### config.mk
export PLATFORM = sky130hd
export DESIGN_NAME = uart_tx_ser
export DESIGN_NICKNAME = d
export VERILOG_FILES = /design/src/rtl/uart_pkg.sv /design/src/rtl/uart_baud_tick.sv /design/src/rtl/uart_tx_ser.sv
export SDC_FILE = /design/constraint.sdc
export NUM_CORES = 1
export LEC_CHECK = 0
export CAP_MARGIN = 10
export CORE_MARGIN = 2
export CORE_UTILIZATION = 50
export DETAILED_ROUTE_END_ITERATION = 8
export PLACE_DENSITY = 0.72
export RECOVER_POWER = 25
export SYNTH_ARGS = -nofsm -noshare
export SYNTH_HDL_FRONTEND = slang
export SYNTH_SLANG_ARGS = --single-unit
### constraint.sdc
create_clock -name clk -period 2.8 [get_ports clk]
set_input_delay 0.42 -clock clk [delete_from_list [all_inputs] [get_ports clk]]
set_output_delay 0.42 -clock clk [all_outputs]
set_load 0.02 [all_outputs]
### src/rtl/uart_pkg.sv
// Shared UART definitions: state encoding, line levels and default baud divider.
// Imported by the transmitter today and by the receiver later.
package uart_pkg;

    typedef enum logic [2:0] {
        IDLE   = 3'd0,
        START  = 3'd1,
        DATA   = 3'd2,
        PARITY = 3'd3,
        STOP   = 3'd4
    } uart_state_t;

    localparam logic UART_IDLE_LVL     = 1'b1;
    localparam int   UART_BAUD_DIV_DEF = 5208;

    // Width of a counter that spans 0..div-1, never narrower than one bit.
    function automatic int baud_cnt_w(input int div);
        return (div > 1) ? $clog2(div) : 1;
    endfunction

endpackage

### src/rtl/uart_baud_tick.sv
// Baud-rate tick generator: pulses tick for one cycle every BAUD_DIV cycles.
// clr restarts the count so the first bit after acceptance is a full period.
module uart_baud_tick
    import uart_pkg::*;
#(
    parameter int BAUD_DIV = UART_BAUD_DIV_DEF
) (
    input  logic clk,
    input  logic res,
    input  logic clr,
    output logic tick
);

    localparam int            CNT_W    = baud_cnt_w(BAUD_DIV);
    localparam logic [CNT_W-1:0] CNT_LAST = CNT_W'(BAUD_DIV - 1);

    logic [CNT_W-1:0] r_baud_cnt;
    logic             w_at_last;

    assign w_at_last = (r_baud_cnt == CNT_LAST);

    always_ff @(posedge clk or posedge res) begin
        if (res) begin
            r_baud_cnt <= '0;
        end else if (clr || w_at_last) begin
            r_baud_cnt <= '0;
        end else begin
            r_baud_cnt <= r_baud_cnt + 1'b1;
        end
    end

    // With BAUD_DIV=1 the counter sits at zero and every cycle ticks.
    assign tick = w_at_last && !clr;

endmodule

### src/rtl/uart_tx_ser.sv
// Byte-to-serial UART transmitter: start bit, 8 data bits LSB first,
// optional parity, one or two stop bits. txd and rdy are registered.
module uart_tx_ser
    import uart_pkg::*;
#(
    parameter int BAUD_DIV   = UART_BAUD_DIV_DEF,
    parameter int PARITY_EN  = 0,
    parameter int PARITY_ODD = 0,
    parameter int STOP_BITS  = 1
) (
    input  logic        clk,
    input  logic        res,
    input  logic [7:0]  din_tx,
    input  logic        en_din_tx,
    output logic        rdy,
    output logic        txd,
    output uart_state_t o_dbg_state
);

    localparam logic HAS_PARITY  = (PARITY_EN != 0);
    localparam logic ODD_SENSE   = (PARITY_ODD != 0);
    localparam logic STOP_LAST   = (STOP_BITS == 2);

    uart_state_t r_state;
    uart_state_t w_state_nx;
    logic [7:0]  r_shift;
    logic [7:0]  w_shift_nx;
    logic [2:0]  r_bit_cnt;
    logic [2:0]  w_bit_cnt_nx;
    logic        r_stop_cnt;
    logic        w_stop_cnt_nx;
    logic        r_parity;
    logic        w_parity_nx;
    logic        r_txd;
    logic        w_txd_nx;
    logic        r_rdy;
    logic        w_rdy_nx;
    logic        w_accept;
    logic        w_tick;

    // Busy-flag handshake: a strobe counts only while rdy is low.
    assign w_accept = en_din_tx && !r_rdy;

    uart_baud_tick #(
        .BAUD_DIV (BAUD_DIV)
    ) u_baud_tick (
        .clk  (clk),
        .res  (res),
        .clr  (w_accept),
        .tick (w_tick)
    );

    always_ff @(posedge clk or posedge res) begin
        if (res) begin
            r_state    <= IDLE;
            r_shift    <= '0;
            r_bit_cnt  <= '0;
            r_stop_cnt <= 1'b0;
            r_parity   <= 1'b0;
            r_txd      <= UART_IDLE_LVL;
            r_rdy      <= 1'b0;
        end else begin
            r_state    <= w_state_nx;
            r_shift    <= w_shift_nx;
            r_bit_cnt  <= w_bit_cnt_nx;
            r_stop_cnt <= w_stop_cnt_nx;
            r_parity   <= w_parity_nx;
            r_txd      <= w_txd_nx;
            r_rdy      <= w_rdy_nx;
        end
    end

    always_comb begin
        w_state_nx    = r_state;
        w_shift_nx    = r_shift;
        w_bit_cnt_nx  = r_bit_cnt;
        w_stop_cnt_nx = r_stop_cnt;
        w_parity_nx   = r_parity;

        unique case (r_state)
            IDLE: begin
                if (w_accept) begin
                    w_state_nx    = START;
                    w_shift_nx    = din_tx;
                    w_parity_nx   = (^din_tx) ^ ODD_SENSE;
                    w_bit_cnt_nx  = '0;
                    w_stop_cnt_nx = 1'b0;
                end
            end
            START: begin
                if (w_tick) begin
                    w_state_nx = DATA;
                end
            end
            DATA: begin
                if (w_tick) begin
                    w_bit_cnt_nx = r_bit_cnt + 3'd1;
                    if (r_bit_cnt == 3'd7) begin
                        w_state_nx = HAS_PARITY ? PARITY : STOP;
                    end else begin
                        w_shift_nx = {1'b0, r_shift[7:1]};
                    end
                end
            end
            PARITY: begin
                if (w_tick) begin
                    w_state_nx = STOP;
                end
            end
            STOP: begin
                if (w_tick) begin
                    if (r_stop_cnt == STOP_LAST) begin
                        w_state_nx = IDLE;
                    end else begin
                        w_stop_cnt_nx = 1'b1;
                    end
                end
            end
            default: begin
                w_state_nx = IDLE;
            end
        endcase
    end

    // Line level is decided from the next state so txd lands on the same edge.
    always_comb begin
        w_txd_nx = UART_IDLE_LVL;
        unique case (w_state_nx)
            START:   w_txd_nx = 1'b0;
            DATA:    w_txd_nx = w_shift_nx[0];
            PARITY:  w_txd_nx = w_parity_nx;
            default: w_txd_nx = UART_IDLE_LVL;
        endcase
        w_rdy_nx = (w_state_nx != IDLE);
    end

    assign txd         = r_txd;
    assign rdy         = r_rdy;
    assign o_dbg_state = r_state;

endmodule

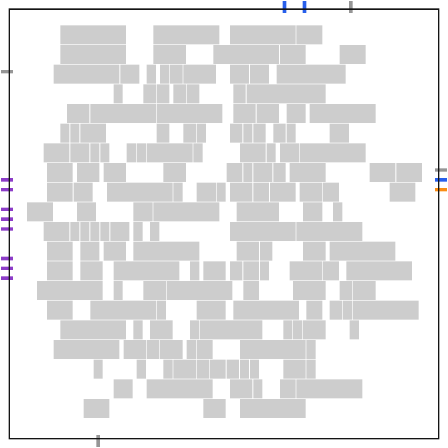
Run 1: pin map
Pins as bars across the die edge, other pins in grey.
colour	port	pins	direction	edge
blue	o_dbg_state	3	output	2 north, 1 east
orange	en_din_tx	1	input	east
purple	din_tx	8	input	west

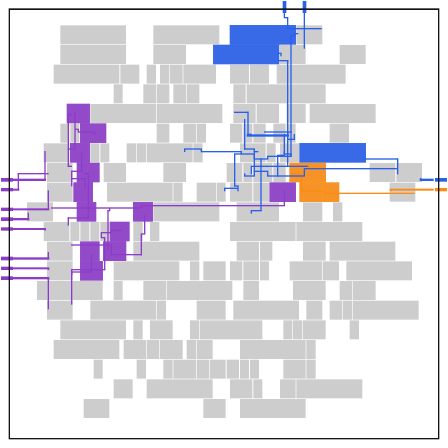
Run 1: I/O nets highlighted
colour	port	bits	direction	end cells	buffers	wire
blue	o_dbg_state	3	output	3	3	156 µm
orange	en_din_tx	1	input	3	1	25.7 µm
purple	din_tx	8	input	12	8	168 µm
top-level I/O count: 16
port bufs: 15

==> changes_impl.md, run 1 <==
### Changed

* Dpl hpwl at 2090 µm
* Post-synthesis chip area from yosys at 1520 µm²
* Final Hold Vio Count at 0
* Worst hold stages at 2
* Invs w/o clock at 4
* Logic area at 736 µm²
* Critical Path RT at 3.07 ns
* DP Worst Slack at ~0.45 ns
* Final period util at 74.4%
* Leakage at 0.800 nW
* DIE AREA at approximately 3500 µm²
* Max reg flops at 13
* Critical path arrival at between 2 and 2.5 ns
* Top cells by area: dfrtp_1 (48%), xnor2_1 (6.3%), nand2_1 (4.7%)
* Total CTS buffers at 5
* Top cell type by instance count after synthesis: dfrtp_1
* Net switching power at 0.000228 W
* Worst Setup Path Type: flop to flop
* Dominant kind of cell: registers
* Non-clock buffer share at 8.87%
* Crit Path Max Fanout at 8
* Outcome: completed
* Placed Instance Area at ~1700 µm²
* Hold Slack at between 0.4 and 0.5 ns
* Ant diodes at 0
* Commonest Layout Cell: dfrtp_1
* Largest area contributor in the netlist: dfrtp_1
* Post-Syn Instances at 148
* Final std cells w/o fill at 202
* Total power at 0.000945 W
* Biggest regs: u_baud_tick.r_baud_cnt (13), r_shift (8)
* DRT iter0 DRCs at 35
* Nets at approximately 180
* Synth Seq Share at 49.4%
* Top cells by count: dfrtp_1 (29), nand2_1 (19), nor2_1 (18)
* Ys flop type: dfrtp_1
* Skew final at between 0.01 and 0.015 ns
* Met3 usage at 5.46%
* Router iterations before antenna repair at 4
* Post-cts sizing count at 0
* Rel. slew slack at 52.7%
* Levels on crit path at 7
* Sequential cell area share at 42.3%
* Combinational share of power at 10.7%
* Clock power frac at a little over a third
* Max power group: registers
* Final core occ at 59.7%
* RR Startpoint: u_baud_tick.r_baud_cnt[0]
* CTS tree: built
* Clock buffers at 7
* Area share, top type at 47.7%
* Drc violations at 0
* Main logic family after synthesis: simple AND/OR/NAND/NOR gates
* Worst setup margin at 0.718 ns
* Clk pin slew, worst setup/hold paths at 0.09 ns
* Post-CTS Hold Buffers at 0
* CTS max path bufs at 2
* Post-CTS Setup Inserts at 0
* Slew @ Worst Pin at between 0.7 and 0.8 ns
* Syn. warnings at 0
* Inst Count DP at 194
* Mean post-synth cell area at between 10 and 15 µm²
* Synth unique cells at 37
* Top layer in use: met4
* Fp util at 51.1%
* Yosys cell count at 148
* Routed via count at roughly 1100
* Highest clock rate at about 480 MHz
* Vias in the first global route at roughly 1100
* Aoi/oai-family share of the synthesized area at 10.0%
* OpenROAD warning count at 26
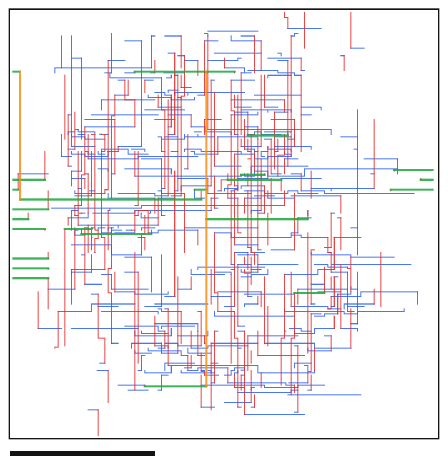
Run 1: signal wires by layer
Scale bar: 20 µm.
colour	layer	wire length
orange	M4	61.2 µm
red	M2	1300 µm
green	M3	141 µm
blue	M1	1270 µm

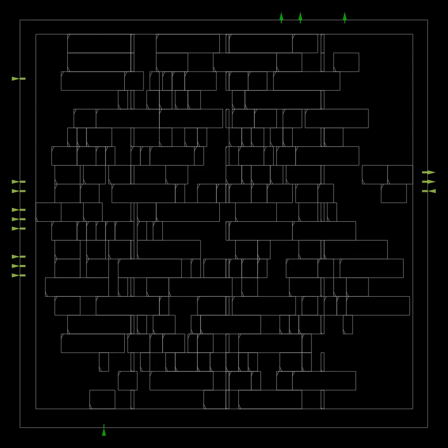
Run 1: placement view
fillers: 252
Core Box Area: 2980 µm²
# rows: 20
Flop Count: 30

## Run 2: what changed since run 1
clock period = 2 ns   (was 2.8 ns; I/O delays follow)
==> run 2 against run 1 <==
Non-clock buffer count is 16 higher; clock-buffer cell count stayed put; critical path type unchanged; die area stayed put; hold slack worse by 0.0061 ns; register-to-register slack worse by 0.66 ns; via count is 4.0% higher; sequential power is about 40% higher; sequential cell count stayed put; routed wire length is 11% higher; critical path depth stayed put; worst setup slack worse by 0.66 ns.
==> changes_impl.md, run 2 <==
### Changed

* Placed Instance Area at 1800 µm² (+5.7%)
* Clock buffers at 7 (unchanged)
* Dpl hpwl at 2130 µm (+2.0%)
* Critical Path RT at 2.21 ns (-0.86 ns)
* Clk pin slew, worst setup/hold paths at 0.09 ns (about the same)
* Crit path from: u_baud_tick.r_baud_cnt[0]
* Final std cells w/o fill at 218 (+7.9%)
* Slew @ Worst Pin at 0.739 ns (+0.0302 ns)
* Sequential cell area share at 39.7% (-2.6 points)
* Routability congestion estimate at just over 0.8
* Worst hold stages at 2 (unchanged)
* Main logic family after synthesis: simple AND/OR/NAND/NOR gates
* CTS H-tree lvls at 2
* Global route overflow at 0
* Synth Seq Share at 49.4% (unchanged)
* Router iterations before antenna repair at 4 (unchanged)
* Most frequent logic cells in the routed design: dfrtp_1 (28), nor2_1 (18), nand2_1 (18)
* Dominant kind of cell: registers
* Post-Syn Instances at 148 (unchanged)
* OpenROAD warning count at 27 (+3.8%)
* Top cells by count: dfrtp_1 (29), nand2_1 (19), nor2_1 (18)
* Final period util at 96.9% (+22 points)
* Hold Slack at 0.478 ns (-0.00611 ns)
* Fillers at 261 (+3.6%)
* Top-level I/O count at 16 (unchanged)
* Antenna violations before repair at 0
* Leakage at 0.873 nW (+9.2%)
* Crit Path Max Fanout at 4 (-4)
* Post-CTS Setup Inserts at 0 (unchanged)
* Multiplexer share at 0%
* Top layer in use: met4
* Area share, top type at 47.7% (unchanged)
* Reg power frac at roughly 58%
* CTS max path bufs at 2 (unchanged)
* Worst Setup Path Type: flop to flop
* Levels on crit path at 7 (unchanged)
* Rel. slew slack at 50.7% (-2.0 points)
* Flops after synth at 30
* Critical Path Source Type: flop
* Final Hold Vio Count at 0 (unchanged)
* Biggest regs: u_baud_tick.r_baud_cnt (13), r_shift (8)
* Final clock-cell share at under 10%
* Clock power frac at 30.8% (-4.4 points)
* Total power at 0.00124 W (+31%)
* Register Area at roughly 750 µm²
* DIE AREA at 3500 µm² (unchanged)
* Met2 Use GR at 30.1%
* Die H at 59.2 µm
* Hold endpoint: r_shift[2]
* Ys flop type: dfrtp_1
* Setup crit end kind: flop
* PD cells at around 650 nW/µm²
* Mean post-synth cell area at 10.3 µm² (unchanged)
* Global route hottest layer: met2
* Vias/cell at 5.43
* Total CTS buffers at 5 (unchanged)
* Tapcell Cnt at 33
* Top cell type by instance count after synthesis: dfrtp_1
* Met3 usage at 6.55% (+1.1 points)
* Port bufs at 15 (unchanged)
* DRT iter0 DRCs at 21 (-40%)
* Non-clock buffer share at 14.5% (+5.6 points)
* Post-synthesis chip area from yosys at 1520 µm² (unchanged)
* Largest area contributor in the netlist: dfrtp_1
* Delay-heaviest family, CP: simple AND/OR/NAND/NOR gates
* Max power group: registers
* Ant diodes at 0 (unchanged)
* Aoi/oai-family share of the synthesized area at 10.0% (unchanged)
* Nets at 198 (+8.8%)
* Routed via count at 1184 (+4.0%)
* Vias in the first global route at 1163 (+5.6%)
* DP Worst Slack at -0.199 ns (-0.645 ns)
* Critical path arrival at 2.14 ns (-0.21 ns)
* Syn. warnings at 0 (unchanged)
* Max reg flops at 13 (unchanged)
* WP buf/inv at 1
* Net switching power at 0.000332 W (+45%)
* Core Box Area at 2980 µm² (unchanged)
* Skew final at 0.0122 ns (-0.000980 ns)
* Outcome: completed
* RR Startpoint: u_baud_tick.r_baud_cnt[0]
* Clock Sinks at 30
* Comb group at 0.000139 W
* Logic area at 752 µm² (+2.2%)
* Buffers, non-clock at 32
* CTS tree: built
* CP peak stage delay at 0.44 ns
* Synthesized area at approximately 1500 µm²
* Top cells by area: dfrtp_1 (48%), xnor2_1 (6.3%), nand2_1 (4.7%)
* ANT nets after route at 0
* Synth unique cells at 37 (unchanged)
* Post-cts sizing count at 0 (unchanged)
* Post-CTS Hold Buffers at 0 (unchanged)
* RSZ-0062 raised after global routing: true
* Final setup TNS at 0 ns
* Simple Share, Synth at 25.5%
* Flop Count at 30 (unchanged)
* Worst R2R Path Depth at 7
* # rows at 20 (unchanged)
* Commonest Layout Cell: dfrtp_1
* Inst Count DP at 207 (+6.7%)
* Worst Setup EP: rdy
* Combinational share of power at 11.2% (+0.5 points)
* Worst setup margin at 0.0628 ns (-0.655 ns)
* Crit-path cells: ha_2 > and4bb_2 > nand4_1 > buf_4 > nand3_1 > nand2_4 > or3_2
* Worst r2r dst: rdy
* Fp util at 51.1% (unchanged)
* Yosys cell count at 148 (unchanged)
* Final core occ at 63.7% (+4.0 points)
* Layout cells sized above 1 at a little over a fifth
* Slew Viols, Final at 0
* Peak VDD IR at between 0.4 and 0.5 mV
* Invs w/o clock at 4 (unchanged)
* Highest clock rate at 516 MHz (+7.5%)
* Drc violations at 0 (unchanged)
* First-pass GRT wire length at ~5200 µm
* Sw frac at 26.8%
* Setup violations, final at 0
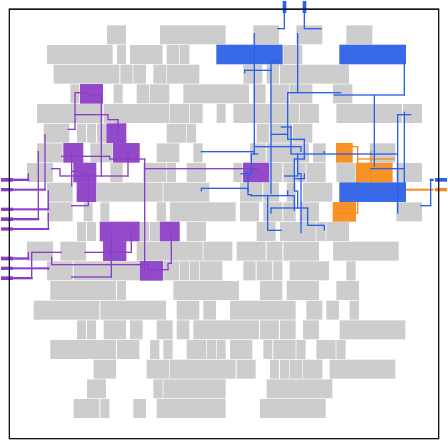
Run 2: I/O nets highlighted
colour	port	bits	direction	end cells	buffers	wire
purple	din_tx	8	input	12	8	208 µm
blue	o_dbg_state	3	output	3	6	239 µm
orange	en_din_tx	1	input	3	1	34.3 µm

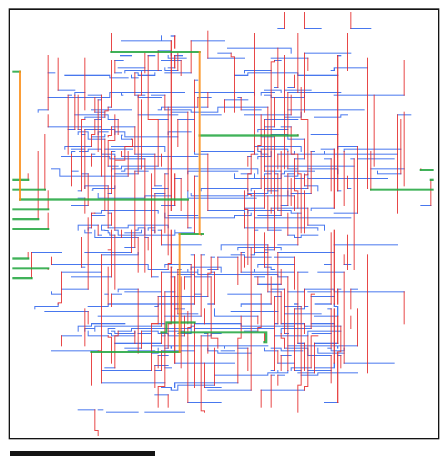
Run 2: signal wires by layer
Scale bar: 20 µm.
colour	layer	wire length
blue	M1	1450 µm
orange	M4	59.2 µm
red	M2	1450 µm
green	M3	124 µm

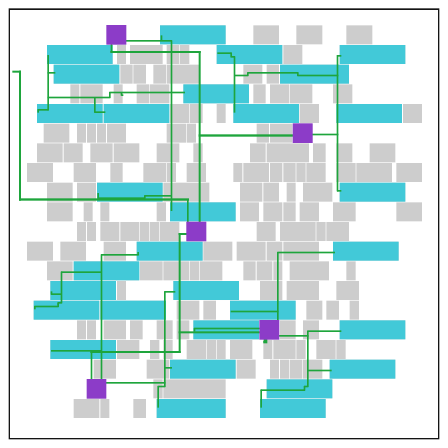
Run 2: clock network drawn from the DEF
[purple] clock-net drivers | count: 5
[green] clock wires | length: 414 µm
[cyan] flip-flops | count: 30
flops lie	spread over the die

No activity file was given, so power comes from the tool's default toggle rates.
